## config.mk

```make
export PLATFORM = sky130hd
export DESIGN_NAME = ram_port_arbiter
export DESIGN_NICKNAME = d
export VERILOG_FILES = /design/src/rtl/ram_port_arbiter.sv
export SDC_FILE = /design/constraint.sdc
export NUM_CORES = 1
export LEC_CHECK = 0
export ABC_AREA = 1
export CAP_MARGIN = 20
export CORE_MARGIN = 2
export CORE_UTILIZATION = 36
export DETAILED_ROUTE_END_ITERATION = 10
export GPL_TIMING_DRIVEN = 0
export PLACE_DENSITY = 0.87
export SLEW_MARGIN = 20
export SYNTH_ARGS = -nofsm -noshare
export SYNTH_HDL_FRONTEND = slang
export SYNTH_SLANG_ARGS = --single-unit
```

## constraint.sdc

```tcl
create_clock -name clk -period 1.6 [get_ports clk]
set_input_delay 0.24 -clock clk [delete_from_list [all_inputs] [get_ports clk]]
set_output_delay 0.24 -clock clk [all_outputs]
set_load 0.02 [all_outputs]
```

## src/rtl/ram_port_arbiter.sv

```systemverilog
//------------------------------------------------------------------------------
// ram_port_arbiter : round-robin arbiter sharing one 256x16 RAM port between
//                    the programming logic (P) and the LED CPU (C).
// Optional: ARB_STATS_EN adds per-requester grant counters.
// Revision: 1.0
//------------------------------------------------------------------------------
`default_nettype none
`timescale 1ns/1ps

module ram_port_arbiter #(
   parameter int AW = 8,
   parameter int DW = 16
) (
   input  logic          clk,
   input  logic          rst,
   input  logic          prog_lock,
   input  logic          prog_req,
   input  logic          prog_we,
   input  logic [AW-1:0] prog_addr,
   input  logic [DW-1:0] prog_wdata,
   output logic          prog_gnt,
   output logic          prog_rvalid,
   output logic [DW-1:0] prog_rdata,
   input  logic          cpu_req,
   input  logic          cpu_we,
   input  logic [AW-1:0] cpu_addr,
   input  logic [DW-1:0] cpu_wdata,
   output logic          cpu_gnt,
   output logic          cpu_rvalid,
   output logic [DW-1:0] cpu_rdata,
   output logic          cpu_halt,
   output logic          ram_en,
   output logic          ram_we,
   output logic [AW-1:0] ram_addr,
   output logic [DW-1:0] ram_wdata,
   input  logic [DW-1:0] ram_rdata
`ifdef ARB_STATS_EN
   ,
   output logic [15:0]   prog_cnt,
   output logic [15:0]   cpu_cnt
`endif
);

   localparam logic [1:0] c_IDLE    = 2'd0;
   localparam logic [1:0] c_GRANT_P = 2'd1;
   localparam logic [1:0] c_GRANT_C = 2'd2;
   localparam logic [1:0] c_LOCK    = 2'd3;

   logic [1:0]    r_state;
   logic [1:0]    w_next_state;
   logic          r_last_win_p;
   logic          w_p_elig;
   logic          w_c_elig;
   logic          w_win_p;
   logic          w_win_c;

   logic          w_ram_en;
   logic          w_ram_we;
   logic [AW-1:0] w_ram_addr;
   logic [DW-1:0] w_ram_wdata;

   logic          r_ram_en;
   logic          r_ram_we;
   logic [AW-1:0] r_ram_addr;
   logic [DW-1:0] r_ram_wdata;
   logic          r_prog_gnt;
   logic          r_cpu_gnt;
   logic          r_prog_iss_rd;
   logic          r_cpu_iss_rd;
   logic          r_prog_rvalid;
   logic          r_cpu_rvalid;

   // A requester granted last cycle sits out one arbitration round. The CPU
   // is blocked both by the live lock input and by the registered LOCK state,
   // so it resumes one cycle after the lock drops.
   assign w_p_elig = prog_req && !r_prog_gnt;
   assign w_c_elig = cpu_req && !r_cpu_gnt && !prog_lock && (r_state != c_LOCK);
   assign w_win_p  = w_p_elig && (!w_c_elig || !r_last_win_p);
   assign w_win_c  = w_c_elig && !w_win_p;

   always_ff @(posedge clk) begin
      if (rst) begin
         r_state <= c_IDLE;
      end else begin
         r_state <= w_next_state;
      end
   end

   always_comb begin
      w_next_state = c_IDLE;
      if (prog_lock) begin
         w_next_state = c_LOCK;
      end else if (w_win_p) begin
         w_next_state = c_GRANT_P;
      end else if (w_win_c) begin
         w_next_state = c_GRANT_C;
      end
   end

   always_comb begin
      w_ram_en    = w_win_p || w_win_c;
      w_ram_we    = 1'b0;
      w_ram_addr  = r_ram_addr;
      w_ram_wdata = r_ram_wdata;
      if (w_win_p) begin
         w_ram_we    = prog_we;
         w_ram_addr  = prog_addr;
         w_ram_wdata = prog_wdata;
      end else if (w_win_c) begin
         w_ram_we    = cpu_we;
         w_ram_addr  = cpu_addr;
         w_ram_wdata = cpu_wdata;
      end
   end

   always_ff @(posedge clk) begin
      if (rst) begin
         r_ram_en      <= 1'b0;
         r_ram_we      <= 1'b0;
         r_ram_addr    <= '0;
         r_ram_wdata   <= '0;
         r_prog_gnt    <= 1'b0;
         r_cpu_gnt     <= 1'b0;
         r_prog_iss_rd <= 1'b0;
         r_cpu_iss_rd  <= 1'b0;
         r_prog_rvalid <= 1'b0;
         r_cpu_rvalid  <= 1'b0;
         r_last_win_p  <= 1'b0;
      end else begin
         r_ram_en      <= w_ram_en;
         r_ram_we      <= w_ram_we;
         r_ram_addr    <= w_ram_addr;
         r_ram_wdata   <= w_ram_wdata;
         r_prog_gnt    <= w_win_p;
         r_cpu_gnt     <= w_win_c;
         r_prog_iss_rd <= w_win_p && !prog_we;
         r_cpu_iss_rd  <= w_win_c && !cpu_we;
         r_prog_rvalid <= r_prog_iss_rd;
         r_cpu_rvalid  <= r_cpu_iss_rd;
         if (w_ram_en) begin
            r_last_win_p <= w_win_p;
         end
      end
   end

   assign ram_en      = r_ram_en;
   assign ram_we      = r_ram_we;
   assign ram_addr    = r_ram_addr;
   assign ram_wdata   = r_ram_wdata;
   assign prog_gnt    = r_prog_gnt;
   assign cpu_gnt     = r_cpu_gnt;
   assign prog_rvalid = r_prog_rvalid;
   assign cpu_rvalid  = r_cpu_rvalid;
   assign prog_rdata  = r_prog_rvalid ? ram_rdata : '0;
   assign cpu_rdata   = r_cpu_rvalid  ? ram_rdata : '0;
   assign cpu_halt    = (r_state == c_LOCK);

`ifdef ARB_STATS_EN
   logic [15:0] r_prog_cnt;
   logic [15:0] r_cpu_cnt;

   always_ff @(posedge clk) begin
      if (rst) begin
         r_prog_cnt <= '0;
         r_cpu_cnt  <= '0;
      end else begin
         if (w_win_p) r_prog_cnt <= r_prog_cnt + 16'd1;
         if (w_win_c) r_cpu_cnt  <= r_cpu_cnt + 16'd1;
      end
   end

   assign prog_cnt = r_prog_cnt;
   assign cpu_cnt  = r_cpu_cnt;
`else
   // Grant statistics are not built in this configuration.
`endif

endmodule

`default_nettype wire

```

==> summary.txt, run 1 <==
Observations from the implementation run.

Cells and area:
- Ranking logic cells in the layout by count gives the top entries clkdlybuf4s50_1, inv_1, nand2_1.
- The run gives the multi-input gate area in the final layout as 832 um2.
- The run puts the clock distribution area overhead in the final layout at 3.26%.
- Registers take 701 um2.
- The run gives the final instance area as 0.00345 mm2.
- The run puts the sequential portion of the cell area at 20.3%.
- The run gives the number of clock buffer instances in the layout as 5.

Setup path:
- Broken down by cell family, the worst path's largest delay share belongs to buffers and inverters.
- The report lists the cells along the critical path as clkdlybuf4s50_1.
- The report puts the cell count of the worst reg-to-reg path at 8.
- Data on the critical path arrives at its endpoint at 1.29 ns.
- The run gives the start point of the critical path as prog_gnt$_SDFF_PP0_.
- The worst setup path is launched from a flip-flop.
- The run puts the reg2reg setup slack at 0.20 ns.
- The run gives the largest stage delay on the critical path as 0.62 ns.
- In this run the worst path has a maximum fanout of 2.
- The largest individual stage delay along the critical path comes from the cell clkdlybuf4s50_1.

Floorplan:
- In the floorplan report the effective utilization is 36.8%.
- The run puts the vertical extent of the die at 78.3 um.
- The run gives the number of placement rows as 27.
- The run puts the number of top-level pins at 134.
- According to the floorplan report, the placeable core area is 0.00541 mm2.

CTS:
- The run gives the number of buffers added by the clock tree synthesis step as 5.
- The run puts the clock-pin slew on the worst setup and hold paths at 0.07 ns.
- Gates resized during post-CTS repair numbered 77.
- After clock tree synthesis, the flow added hold-fix buffers numbering 0.
- TritonCTS built the clock tree.
- The run gives the total clock sinks as 35.
- The run gives the buffer depth of the longest clock path as 2.

Synth:
- The run gives the cell area after technology mapping as 0.00199 mm2.
- The run gives the area fraction in mux cells as 0%.
- The run puts the area fraction in and, or, nand and nor cells after synthesis at 40.2%.
- The run gives the number of flip-flops and latches in the synthesized netlist as 35.
- The run gives the number of standard cells reported by yosys as 318.
- Of the combinational cells, the family taking the most area is simple AND/OR/NAND/NOR gates.
- The run puts the summed standard-cell area reported by yosys at 0.00199 mm2.
- By area the synthesized netlist is led by dfxtp_1, inv_1, nand2_1, nand3_1, nand4_1.
- The run puts the AND-OR/OR-AND share of the synthesized area at 1.70%.
- The run gives the cell type with the largest total area as dfxtp_1.
- The synthesis run shows the most used standard cells to be inv_1, nand2_1, nand3_1.
- The run gives the number of warnings reported in the yosys synthesis log as 0.

STA:
- The run gives the final clock skew as 0.00810 ns.
- The run puts the post-layout period usage of the worst path at 95.4%.
- The run puts the actual transition at the worst max-transition pin at 0.437 ns.
- The run gives the number of max-slew violations in the final report as 0.
- The run gives the final number of hold-violating endpoints as 0.

Job:
- The run gives the count of warning messages emitted by the tools as 26.

Global route:
- The run gives the met2 track utilization from global routing as 40.1%.
- The run gives the residual overflow from global routing as 0.
- The first global-routing pass estimated 10.1 mm of wire.
- Entering global routing, the biggest net connects 13 pins.

Placed design:
- The buffer_ports step reported a buffer count of 132.
- The run gives the worst slack at placement as -0.349 ns.
- The run gives the final weighted congestion in routability-driven placement as 0.783.
- The placed instances occupy a cell area of 0.00340 mm2.
- The run gives the estimated wirelength of the detail-placed design as 5.14 mm.

Drt:
- The run gives the total met3 wirelength after detailed routing as 635 um.
- The run gives the number of antenna-violating nets in the routed design as 0.
- The run puts the first-pass detailed-route iteration total at 5.
- The run puts the routed length on met2 at 3.23 mm.
- The run puts the violation count after the first detailed-route iteration at 63.
- The run puts the routed via count at 2415.

Pwr:
- The final power report lists total power as 2480 uW.
- The run gives the total leakage power as 0.00199 uW.
- The run gives the power density of the placed cells as 718 mW/mm2.
- The run gives the share of total power in sequential cells as 39.7%.
- The clock network is responsible for 31.9% of the overall power.

Run status:
- The flow ran to the end, and the final reports show no timing, DRC or antenna violations.

Hold path:
- The launch point of the worst min-delay path is recorded as rst.
[run 1: how the worst max path moves through the flow]
stage | endpoint | slack [ns] | depth (start not counted)
floorplan | prog_rdata[10] | 0.20 | 4
global placement | prog_rdata[9] | -0.32 | 5
detailed placement | prog_rdata[9] | -0.35 | 5
CTS | prog_rdata[12] | 0.004 | 5
global route | cpu_rdata[9] | -0.01 | 5
finish | prog_gnt | 0.07 | 1
[run 1: power groups by stage]
stage / clock [uW] / combinational (uW) / sequential (uW)
floorplan: 0 / 244 / 1080
finish: 790 / 702 / 984
global placement: 0 / 698 / 1000
global route: 838 / 762 / 992
detailed placement: 0 / 711 / 1000
CTS: 802 / 710 / 983
Figure 1. M3 wires (run 1).
The bar under the picture is 20 um long.
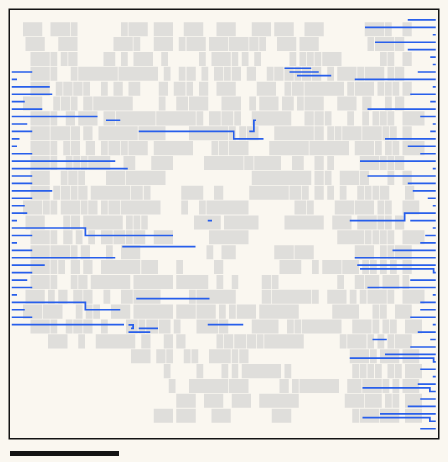
longest straight run	20.9 um
wire length on this layer	636 um
main direction	horizontal

Figure 2. Routing congestion (run 1).
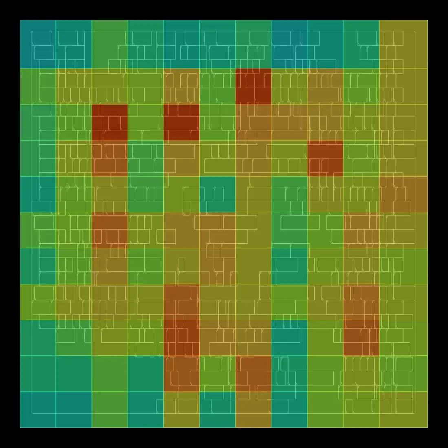
global-route usage over all layers: 20.6%
met1 layer usage reported by global route: 20.8%
global route hottest layer: met2
utilization of the core after routing: 63.8%
met3 track demand over resource: 7.47%

Figure 3. Signal wires on met1 (run 1).
The bar under the picture is 20 um long. Supply wires on this layer in grey.
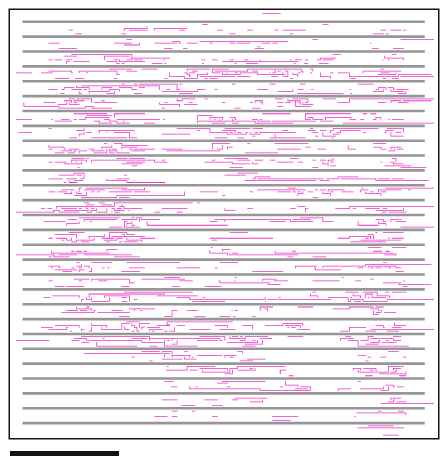
nets with wire on the layer	461
longest straight run	21.6 um

Figure 4. Zoomed window (run 1).
The bar under the picture is 10 um long. Region (38, 0) to (78, 40) um. Cells in grey, sequential cells in the stronger grey; small squares are vias.
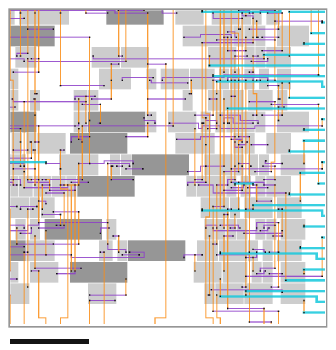
layer	colour
metal 3	cyan
metal 1	purple
metal 2	orange
sequential cells in the window	9
most frequent	inv_1 (26), nand2_1 (24), clkdlybuf4s50_1 (21)
netlist names of flops here include	r_state (2)
cells with their middle in the window	119

Figure 5. Gate families picked out (run 1).
The bar under the picture is 20 um long.
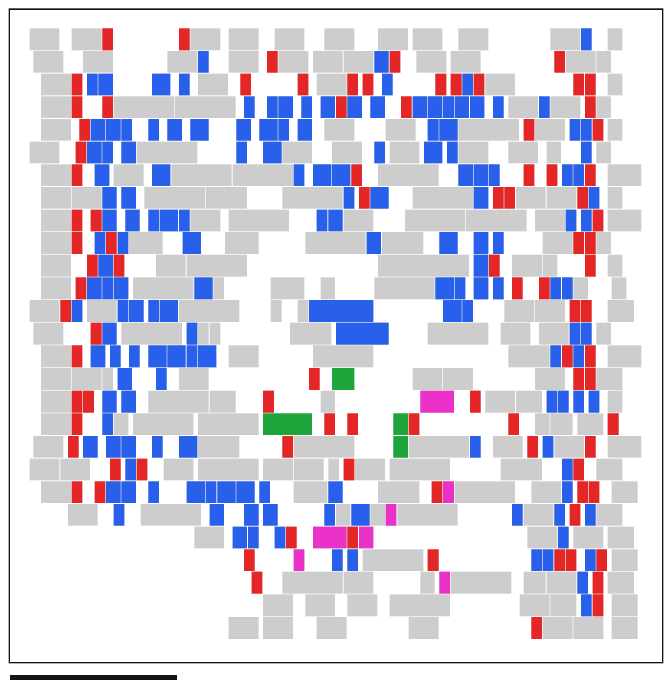

## Run 2: what changed since run 1
Settings changed: CORE_ASPECT_RATIO set to 0.9.
Figure 6. Gate families picked out (run 2).
The bar under the picture is 20 um long.
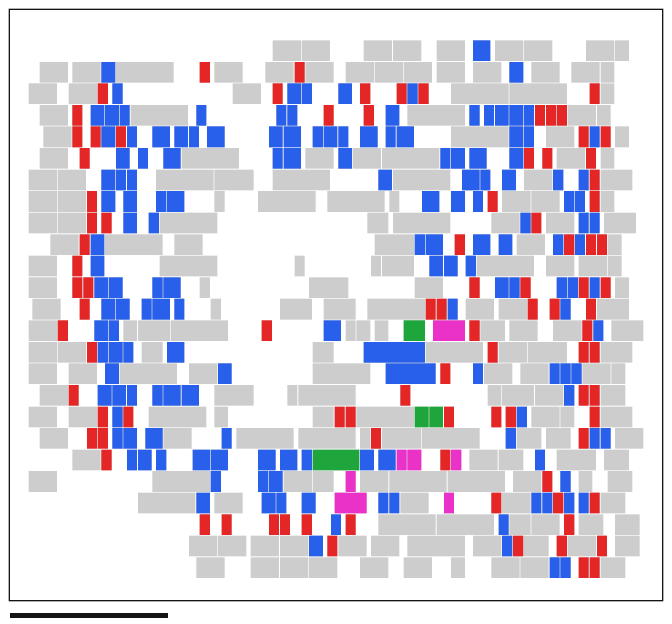
family	colour	cells
NOR gates	magenta	7
inverting AOI/OAI gates	green	4
inverters	red	92
NAND gates	blue	160

Figure 7. Routing congestion (run 2).
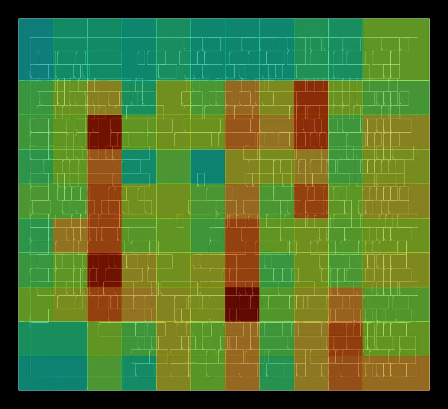
met1 layer usage reported by global route: 22.4%
GR met2 Demand/Resource: 38.7%
met3 track demand over resource: 7.16%

==> run 2 against run 1 <==
Compared with the run above:
- register-to-register slack better by 0.03 ns
- final cell count did not move
- sequential power up 0.5%
- wire length grew 3.2%
- global-route usage is 0.50 points higher
- clock skew down 0.0028 ns
- worst hold slack better by 0.0054 ns
- clock power decreased by 24%
- setup slack lost 0.0038 ns
- largest cell class unchanged
- highest routed layer unchanged
==> summary.txt, run 2 <==
Observations from the implementation run.

Setup path:
- Per STA, the worst path accumulates the most delay in the family buffers and inverters.
- The run puts the data arrival time at the worst-slack endpoint at 1.29 ns (about the same).
- The report lists the cells along the critical path as clkdlybuf4s50_1.
- The run gives the reg2reg setup slack as 0.23 ns (+0.03 ns).
- The run gives the start point of the critical path as prog_gnt$_SDFF_PP0_.
- The largest stage delay on the critical path was 0.63 ns (about the same).
- The most critical setup path has its endpoint at prog_gnt.
- The run gives the depth of the most critical reg-to-reg path as 6 (-2).
- The timing report shows that the slowest cell on the worst path is clkdlybuf4s50_1.
- STA classifies the critical path startpoint as a flip-flop.
- The depth of the critical timing path with buffers and inverters included was 1 (unchanged).
- The run puts the maximum net fanout on the critical path at 2 (unchanged).

Hold path:
- Note that the worst hold path type here is in2reg.
- Hold analysis shows the worst path with a depth of 2.
- For the worst min-delay path, the startpoint reported by OpenROAD is rst.

Drt:
- The run puts the routed via count at 2455 (+1.7%).
- The run puts the wire length per cell at 12.3 um.
- The run gives the number of antenna-violating nets in the routed design as 0 (unchanged).
- The run gives the first-pass detailed-route iteration total as 4 (-1).
- The routed length on met2 was 3.25 mm (+0.81%).
- The run gives the total met3 wirelength after detailed routing as 750 um (+18%).
- The run puts the routed metal-1 wire length at 2.42 mm.

Pwr:
- The run puts the share of total power consumed by net switching at 29.4%.
- The run gives the total leakage power as 0.00200 uW (+0.34%).
- The combinational logic power was 720 uW (+3%).
- The power density of the placed cells is 662 mW/mm2 (-7.8%).
- The largest part of the power goes to sequential cells.
- The run puts the power in the clock group at 597 uW (-24%).
- The run puts the clock network fraction of total power at 25.9% (-6.0 points).
- The sequential cell power was 989 uW (+0.5%).
- The run gives the share of total power in sequential cells as 42.9% (+3.2 points).

Synth:
- The run gives the number of standard cells reported by yosys as 318 (unchanged).
- The summed standard-cell area reported by yosys is 0.00199 mm2 (unchanged).
- The run gives the cell area after technology mapping as 0.00199 mm2 (unchanged).
- The synthesis run shows the most used standard cells to be inv_1, nand2_1, nand3_1.
- The run puts the number of flip-flops and latches in the synthesized netlist at 35 (unchanged).
- Ranked by total cell area, the synthesized netlist is headed by dfxtp_1, inv_1, nand2_1, nand3_1, nand4_1.
- Looking at area per cell type in the netlist, the leader is dfxtp_1.

STA:
- The post-layout period usage of the worst path came to 95.6% (+0.24 points).
- The actual transition at the worst max-transition pin was 0.474 ns (+0.0361 ns).
- The run puts the max-slew headroom at the worst pin at 68.4%.
- The final number of hold-violating endpoints came to 0 (unchanged).
- The run gives the number of max-slew violations in the final report as 0 (unchanged).
- The run gives the final clock skew as 0.00535 ns (-0.00275 ns).

CTS:
- The run puts the count of buffers added by post-CTS timing repair for setup at 0.
- The run gives the buffer depth of the longest clock path as 2 (unchanged).
- The run gives the number of buffers added by the clock tree synthesis step as 5 (unchanged).
- The number of hold buffers added after cts came to 0 (unchanged).
- The run puts the number of cells upsized or downsized after cts at 73 (-5.2%).
- The total clock sinks came to 35 (unchanged).
- TritonCTS built the clock tree.

Cells and area:
- The run gives the final net count as 533.
- In the layout the commonest cells are clkdlybuf4s50_1, inv_1, nand2_1.

Job:
- The run gives the count of warning messages emitted by the tools as 27 (+3.8%).

Floorplan:
- The run gives the vertical extent of the die as 74.5 um (-4.9%).
- The number of top-level pins came to 134 (unchanged).
- The run puts the core area at 0.00529 mm2 (-2.2%).
- The share of the core filled by cells before placement is 37.6% (+0.83 points).
- The run puts the number of placement rows at 25 (-7.4%).

Placed design:
- The run gives the estimated wirelength of the detail-placed design as 5.20 mm (+1.1%).
- The run puts the worst slack at placement at -0.381 ns (-0.0315 ns).
- The count of input and output buffers is 132 (unchanged).
- The final weighted congestion in routability-driven placement was 0.733 (-6.4%).

Global route:
- The run gives the peak-usage layer in the global routing report as met2.
- The run gives the maximum number of pins on one net before global-route repair as 11 (-2).
- The run gives the total track usage as 21.1% (+0.50 points).
- The run puts the wire length of the first global-routing pass at 9.96 mm (-1.2%).
- The run puts the residual overflow from global routing at 0 (unchanged).

Run status:
- The run finished with clean final reports.
run 2: cell counts after synthesis:
No cell type changed its count.
run 2: area by class of cell:
type | count | area [um2]
Fill cell | 480 | 1800
Timing Repair Buffer | 138 | 1300
Multi-Input combinational cell | 171 | 835
Sequential cell | 35 | 701
Inverter | 92 | 345
Buffer | 19 | 138
Tap cell | 67 | 83.8
Clock buffer | 7 | 76.3
Clock inverter | 1 | 5.00
run 2: metrics by stage:
stage	cells	total power, uW	cell area (um2)
floorplan	318	1320	1990
global placement	517	1700	3390
detailed placement	517	1710	3390
CTS	525	2310	3500
global route	530	2440	3480
finish	530	2310	3480
run 2: cells by family after synthesis:
kind of cell | after synthesis | synth area share, %
AND/OR/NAND/NOR | 167 | 40.2
buffers and inverters | 112 | 22.9
flip-flops | 35 | 35.2
AND-OR/OR-AND | 4 | 1.70
No activity file was given, so power comes from the tool's default toggle rates.
